$ cat config.mk
export PLATFORM = sky130hd
export DESIGN_NAME = mem_port_sequencer
export DESIGN_NICKNAME = d
export VERILOG_FILES = /design/src/rtl/mem_seq_pkg.sv /design/src/rtl/mem_seq_prio.sv /design/src/rtl/mem_port_sequencer.sv
export SDC_FILE = /design/constraint.sdc
export NUM_CORES = 1
export LEC_CHECK = 0
export CAP_MARGIN = 0
export CORE_UTILIZATION = 48
export CTS_CLUSTER_SIZE = 10
export DETAILED_ROUTE_END_ITERATION = 12
export PLACE_DENSITY = 0.82
export SETUP_SLACK_MARGIN = 0.5
export SYNTH_ARGS = -nofsm -noshare
export SYNTH_HDL_FRONTEND = slang
export SYNTH_SLANG_ARGS = --single-unit
export TNS_END_PERCENT = 100
$ cat constraint.sdc
create_clock -name clk -period 2.17 [get_ports clk]
set_input_delay 0.217 -clock clk [delete_from_list [all_inputs] [get_ports clk]]
set_output_delay 0.217 -clock clk [all_outputs]
set_load 0.01 [all_outputs]
$ cat src/rtl/mem_seq_pkg.sv
// Shared types and constants for the memory port sequencer.
//   state_t    : sequencer FSM states
//   req_id_t   : requester identity produced by the arbiter
//   FETCH_BYTES / DREAD_BYTES : multi-byte operation lengths
package mem_seq_pkg;

    typedef enum logic [2:0] {
        ST_IDLE,
        ST_IFETCH,
        ST_DREAD,
        ST_DWRITE,
        ST_LOAD,
        ST_DONE
    } state_t;

    typedef enum logic [2:0] {
        REQ_NONE,
        REQ_LD,
        REQ_DWRITE,
        REQ_DREAD,
        REQ_IFETCH
    } req_id_t;

    localparam int unsigned FETCH_BYTES = 3;
    localparam int unsigned DREAD_BYTES = 2;
    localparam int unsigned CNT_W       = 2;
    localparam int unsigned STARVE_W    = 4;

endpackage

$ cat src/rtl/mem_seq_prio.sv
// Fixed-priority arbiter with fetch starvation protection.
//   arb_en      : arbitration allowed this cycle (sequencer idle)
//   *_req       : pending requests from the four ports
//   grant_c     : combinational grant (REQ_NONE when nothing granted)
//   starve_cnt  : consecutive non-fetch grants taken while a fetch was pending
module mem_seq_prio
    import mem_seq_pkg::*;
#(
    parameter int unsigned STARVE_LIMIT = 4
) (
    input  logic                clk,
    input  logic                reset,
    input  logic                arb_en,
    input  logic                ld_req,
    input  logic                dwrite_req,
    input  logic                dread_req,
    input  logic                iread_req,
    output req_id_t             grant_c,
    output logic [STARVE_W-1:0] starve_cnt
);

    localparam logic [STARVE_W-1:0] LIMIT = STARVE_W'(STARVE_LIMIT);

    logic force_fetch;

    assign force_fetch = iread_req && (starve_cnt == LIMIT);

    // Loader always wins; a starved fetch jumps ahead of data traffic only.
    always_comb begin
        grant_c = REQ_NONE;
        if (arb_en) begin
            if (ld_req)           grant_c = REQ_LD;
            else if (force_fetch) grant_c = REQ_IFETCH;
            else if (dwrite_req)  grant_c = REQ_DWRITE;
            else if (dread_req)   grant_c = REQ_DREAD;
            else if (iread_req)   grant_c = REQ_IFETCH;
        end
    end

    // Saturates at the limit so the forcing compare stays exact.
    always_ff @(posedge clk or negedge reset) begin
        if (!reset) begin
            starve_cnt <= '0;
        end else if (grant_c == REQ_IFETCH) begin
            starve_cnt <= '0;
        end else if (grant_c != REQ_NONE && iread_req && starve_cnt != LIMIT) begin
            starve_cnt <= starve_cnt + STARVE_W'(1);
        end
    end

endmodule

$ cat src/rtl/mem_port_sequencer.sv
// Shares a byte-wide synchronous RAM between fetch, data-read, data-write
// and loader ports, sequencing multi-byte accesses one byte per cycle.
//   iread_*  : 3-byte little-endian instruction fetch, ivalid strobe
//   dread_*  : 2-byte little-endian data read, dread_valid strobe
//   dwrite_* : 1-2 byte write selected by byte enables, dwrite_done strobe
//   ld_*     : single-byte loader write, ld_ack strobe
//   mem_*    : RAM interface, read data arrives one cycle after mem_addr
//   busy     : sequencer not idle
module mem_port_sequencer
    import mem_seq_pkg::*;
#(
    parameter int unsigned ADDR_W       = 16,
    parameter int unsigned STARVE_LIMIT = 4
) (
    input  logic              clk,
    input  logic              reset,
    input  logic              iread_req,
    input  logic [ADDR_W-1:0] iread_addr,
    output logic [23:0]       iread_data,
    output logic              ivalid,
    input  logic              dread_req,
    input  logic [ADDR_W-1:0] dread_addr,
    output logic [15:0]       dread_data,
    output logic              dread_valid,
    input  logic [ADDR_W-1:0] dwrite_addr,
    input  logic [15:0]       dwrite_data,
    input  logic [1:0]        dwrite_en,
    output logic              dwrite_done,
    input  logic              ld_req,
    input  logic [ADDR_W-1:0] ld_addr,
    input  logic [7:0]        ld_data,
    output logic              ld_ack,
    output logic [ADDR_W-1:0] mem_addr,
    output logic [7:0]        mem_wdata,
    output logic              mem_we,
    input  logic [7:0]        mem_rdata,
    output logic              busy
);

    state_t              state_q, state_d;
    req_id_t             grant_c;
    logic [STARVE_W-1:0] starve_cnt;
    logic [CNT_W-1:0]    cnt_q, cnt_d;
    logic [ADDR_W-1:0]   addr_q, addr_d;
    logic [15:0]         wdata_q, wdata_d;
    logic [1:0]          en_q, en_d;
    logic [15:0]         cap_q, cap_d;
    logic [23:0]         iread_hold_q;
    logic [15:0]         dread_hold_q;
    logic [ADDR_W-1:0]   mem_addr_d;
    logic [7:0]          mem_wdata_d;
    logic                mem_we_d;
    logic                ivalid_d, dread_valid_d, dwrite_done_d, ld_ack_d;

    mem_seq_prio #(.STARVE_LIMIT(STARVE_LIMIT)) u_prio (
        .clk        (clk),
        .reset      (reset),
        .arb_en     (state_q == ST_IDLE),
        .ld_req     (ld_req),
        .dwrite_req (|dwrite_en),
        .dread_req  (dread_req),
        .iread_req  (iread_req),
        .grant_c    (grant_c),
        .starve_cnt (starve_cnt)
    );

    // Last byte of a read is still on mem_rdata in the strobe cycle, so it
    // bypasses the capture register; the hold copies keep data afterwards.
    assign iread_data = ivalid      ? {mem_rdata, cap_q}      : iread_hold_q;
    assign dread_data = dread_valid ? {mem_rdata, cap_q[7:0]} : dread_hold_q;

    // Next state plus next values of the registered RAM/strobe outputs.
    always_comb begin
        state_d       = state_q;
        cnt_d         = cnt_q;
        addr_d        = addr_q;
        wdata_d       = wdata_q;
        en_d          = en_q;
        cap_d         = cap_q;
        mem_addr_d    = '0;
        mem_wdata_d   = '0;
        mem_we_d      = 1'b0;
        ivalid_d      = 1'b0;
        dread_valid_d = 1'b0;
        dwrite_done_d = 1'b0;
        ld_ack_d      = 1'b0;
        unique case (state_q)
            ST_IDLE: begin
                unique case (grant_c)
                    REQ_LD: begin
                        state_d     = ST_LOAD;
                        mem_addr_d  = ld_addr;
                        mem_wdata_d = ld_data;
                        mem_we_d    = 1'b1;
                    end
                    REQ_DWRITE: begin
                        state_d  = ST_DWRITE;
                        addr_d   = dwrite_addr;
                        wdata_d  = dwrite_data;
                        en_d     = dwrite_en;
                        cnt_d    = CNT_W'(1);
                        mem_we_d = 1'b1;
                        if (dwrite_en[0]) begin
                            mem_addr_d  = dwrite_addr;
                            mem_wdata_d = dwrite_data[7:0];
                        end else begin
                            mem_addr_d  = dwrite_addr + ADDR_W'(1);
                            mem_wdata_d = dwrite_data[15:8];
                        end
                    end
                    REQ_DREAD: begin
                        state_d    = ST_DREAD;
                        addr_d     = dread_addr;
                        cnt_d      = CNT_W'(1);
                        mem_addr_d = dread_addr;
                    end
                    REQ_IFETCH: begin
                        state_d    = ST_IFETCH;
                        addr_d     = iread_addr;
                        cnt_d      = CNT_W'(1);
                        mem_addr_d = iread_addr;
                    end
                    default: ;
                endcase
            end
            ST_IFETCH, ST_DREAD: begin
                // cnt_q = bytes addressed so far; byte cnt_q-2 is on mem_rdata.
                if (cnt_q == CNT_W'(2))      cap_d[7:0]  = mem_rdata;
                else if (cnt_q == CNT_W'(3)) cap_d[15:8] = mem_rdata;
                if (cnt_q < ((state_q == ST_IFETCH) ? CNT_W'(FETCH_BYTES) : CNT_W'(DREAD_BYTES))) begin
                    mem_addr_d = addr_q + ADDR_W'(cnt_q);
                    cnt_d      = cnt_q + CNT_W'(1);
                end else begin
                    state_d       = ST_DONE;
                    ivalid_d      = (state_q == ST_IFETCH);
                    dread_valid_d = (state_q == ST_DREAD);
                end
            end
            ST_DWRITE: begin
                if (en_q == 2'b11 && cnt_q == CNT_W'(1)) begin
                    mem_addr_d  = addr_q + ADDR_W'(1);
                    mem_wdata_d = wdata_q[15:8];
                    mem_we_d    = 1'b1;
                    cnt_d       = CNT_W'(2);
                end else begin
                    state_d       = ST_DONE;
                    dwrite_done_d = 1'b1;
                end
            end
            ST_LOAD: begin
                state_d  = ST_DONE;
                ld_ack_d = 1'b1;
            end
            ST_DONE: state_d = ST_IDLE;
            default: state_d = ST_IDLE;
        endcase
    end

    // State, capture and registered outputs.
    always_ff @(posedge clk or negedge reset) begin
        if (!reset) begin
            state_q      <= ST_IDLE;
            cnt_q        <= '0;
            addr_q       <= '0;
            wdata_q      <= '0;
            en_q         <= '0;
            cap_q        <= '0;
            iread_hold_q <= '0;
            dread_hold_q <= '0;
            mem_addr     <= '0;
            mem_wdata    <= '0;
            mem_we       <= 1'b0;
            ivalid       <= 1'b0;
            dread_valid  <= 1'b0;
            dwrite_done  <= 1'b0;
            ld_ack       <= 1'b0;
            busy         <= 1'b0;
        end else begin
            state_q     <= state_d;
            cnt_q       <= cnt_d;
            addr_q      <= addr_d;
            wdata_q     <= wdata_d;
            en_q        <= en_d;
            cap_q       <= cap_d;
            mem_addr    <= mem_addr_d;
            mem_wdata   <= mem_wdata_d;
            mem_we      <= mem_we_d;
            ivalid      <= ivalid_d;
            dread_valid <= dread_valid_d;
            dwrite_done <= dwrite_done_d;
            ld_ack      <= ld_ack_d;
            busy        <= (state_d != ST_IDLE);
            if (ivalid)      iread_hold_q <= {mem_rdata, cap_q};
            if (dread_valid) dread_hold_q <= {mem_rdata, cap_q[7:0]};
        end
    end

endmodule

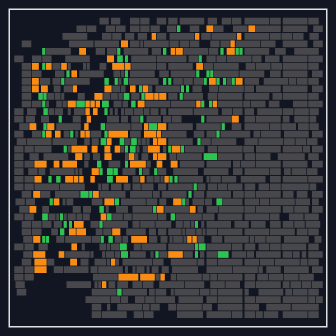
Figure 1: logic cells by family.
inverting AOI/OAI gates: marked orange, cells 113. NAND gates: marked green, cells 106.
multi-input gate share of total cell area: 32.4%
final instance count without filler cells: 1018

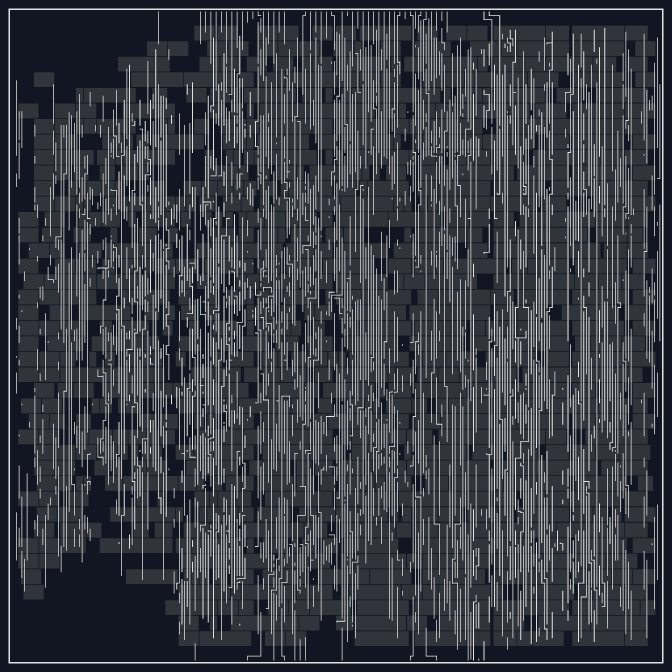
Figure 2: M2 wires.
Cells faint in the background.
The layer holds 51% of the routed length. The layer carries 11800 µm of wire. The wires run mostly vertical.
vias: 6184
global-route track usage on met2: 58.0%

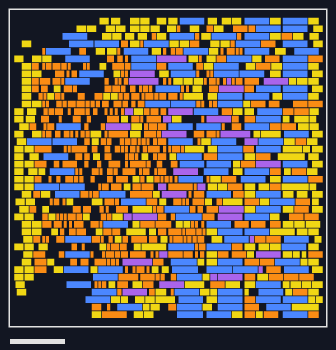
Figure 3: placement by cell class.
Scale bar: 20 µm.
other buffers and delay cells: marked yellow, cells 270, share of their area 29%. clock drivers and dummy loads: marked purple, cells 32, share of their area 6.5%. flops: marked blue, cells 121, share of their area 31%. all other logic: marked orange, cells 427, share of their area 34%.

==> run notes <==
The following summarizes the physical implementation.

Outcome
The flow ran to the end, and the final reports show no timing, DRC or antenna violations.

Floorplan
The vertical die dimension reported for this design is 114 µm. In the floorplan report the effective utilization is 49.7%.

Final layout
The sequential share of cell area is 30.5%. The register containing the most flip-flops in the final layout is iread_hold_q.

Worst setup path
The worst reg2reg path depth is 5. The largest incremental delay on the critical path is 0.58 ns. The timing report gives the worst reg2reg path a setup slack of between 0.15 and 0.2 ns. The STA report counts the stages on the worst setup path as 5.

In this run the critical register-to-register path is launched from state_q[2].

Power
The script computed a power per unit cell area of about 1400 nW/µm². Across the VDD grid, the largest voltage drop is 0.698 mV.

Drt
The final antenna-violating net count is 0. The detailed router reported a total wirelength of ~23000 µm. In the per-layer summary, the met1 wirelength comes to 8450 µm.

Global routing
The global routing usage on met1 is 39.6%. The global routing usage summed across all routing layers is 33.5%. The number of antenna violations at the first check in global routing was 0.

Global routing finished with a remaining overflow of 0.

Final timing
The time the final worst path needs with I/O delays and setup is 1.99 ns. The final critical path takes up 91.8% of the cycle.

CTS
The clock tree synthesis step divided the H-tree into 4 levels. The clock tree from TritonCTS is done.
Power figures rest on the tool's default switching activity, not on a simulated workload.
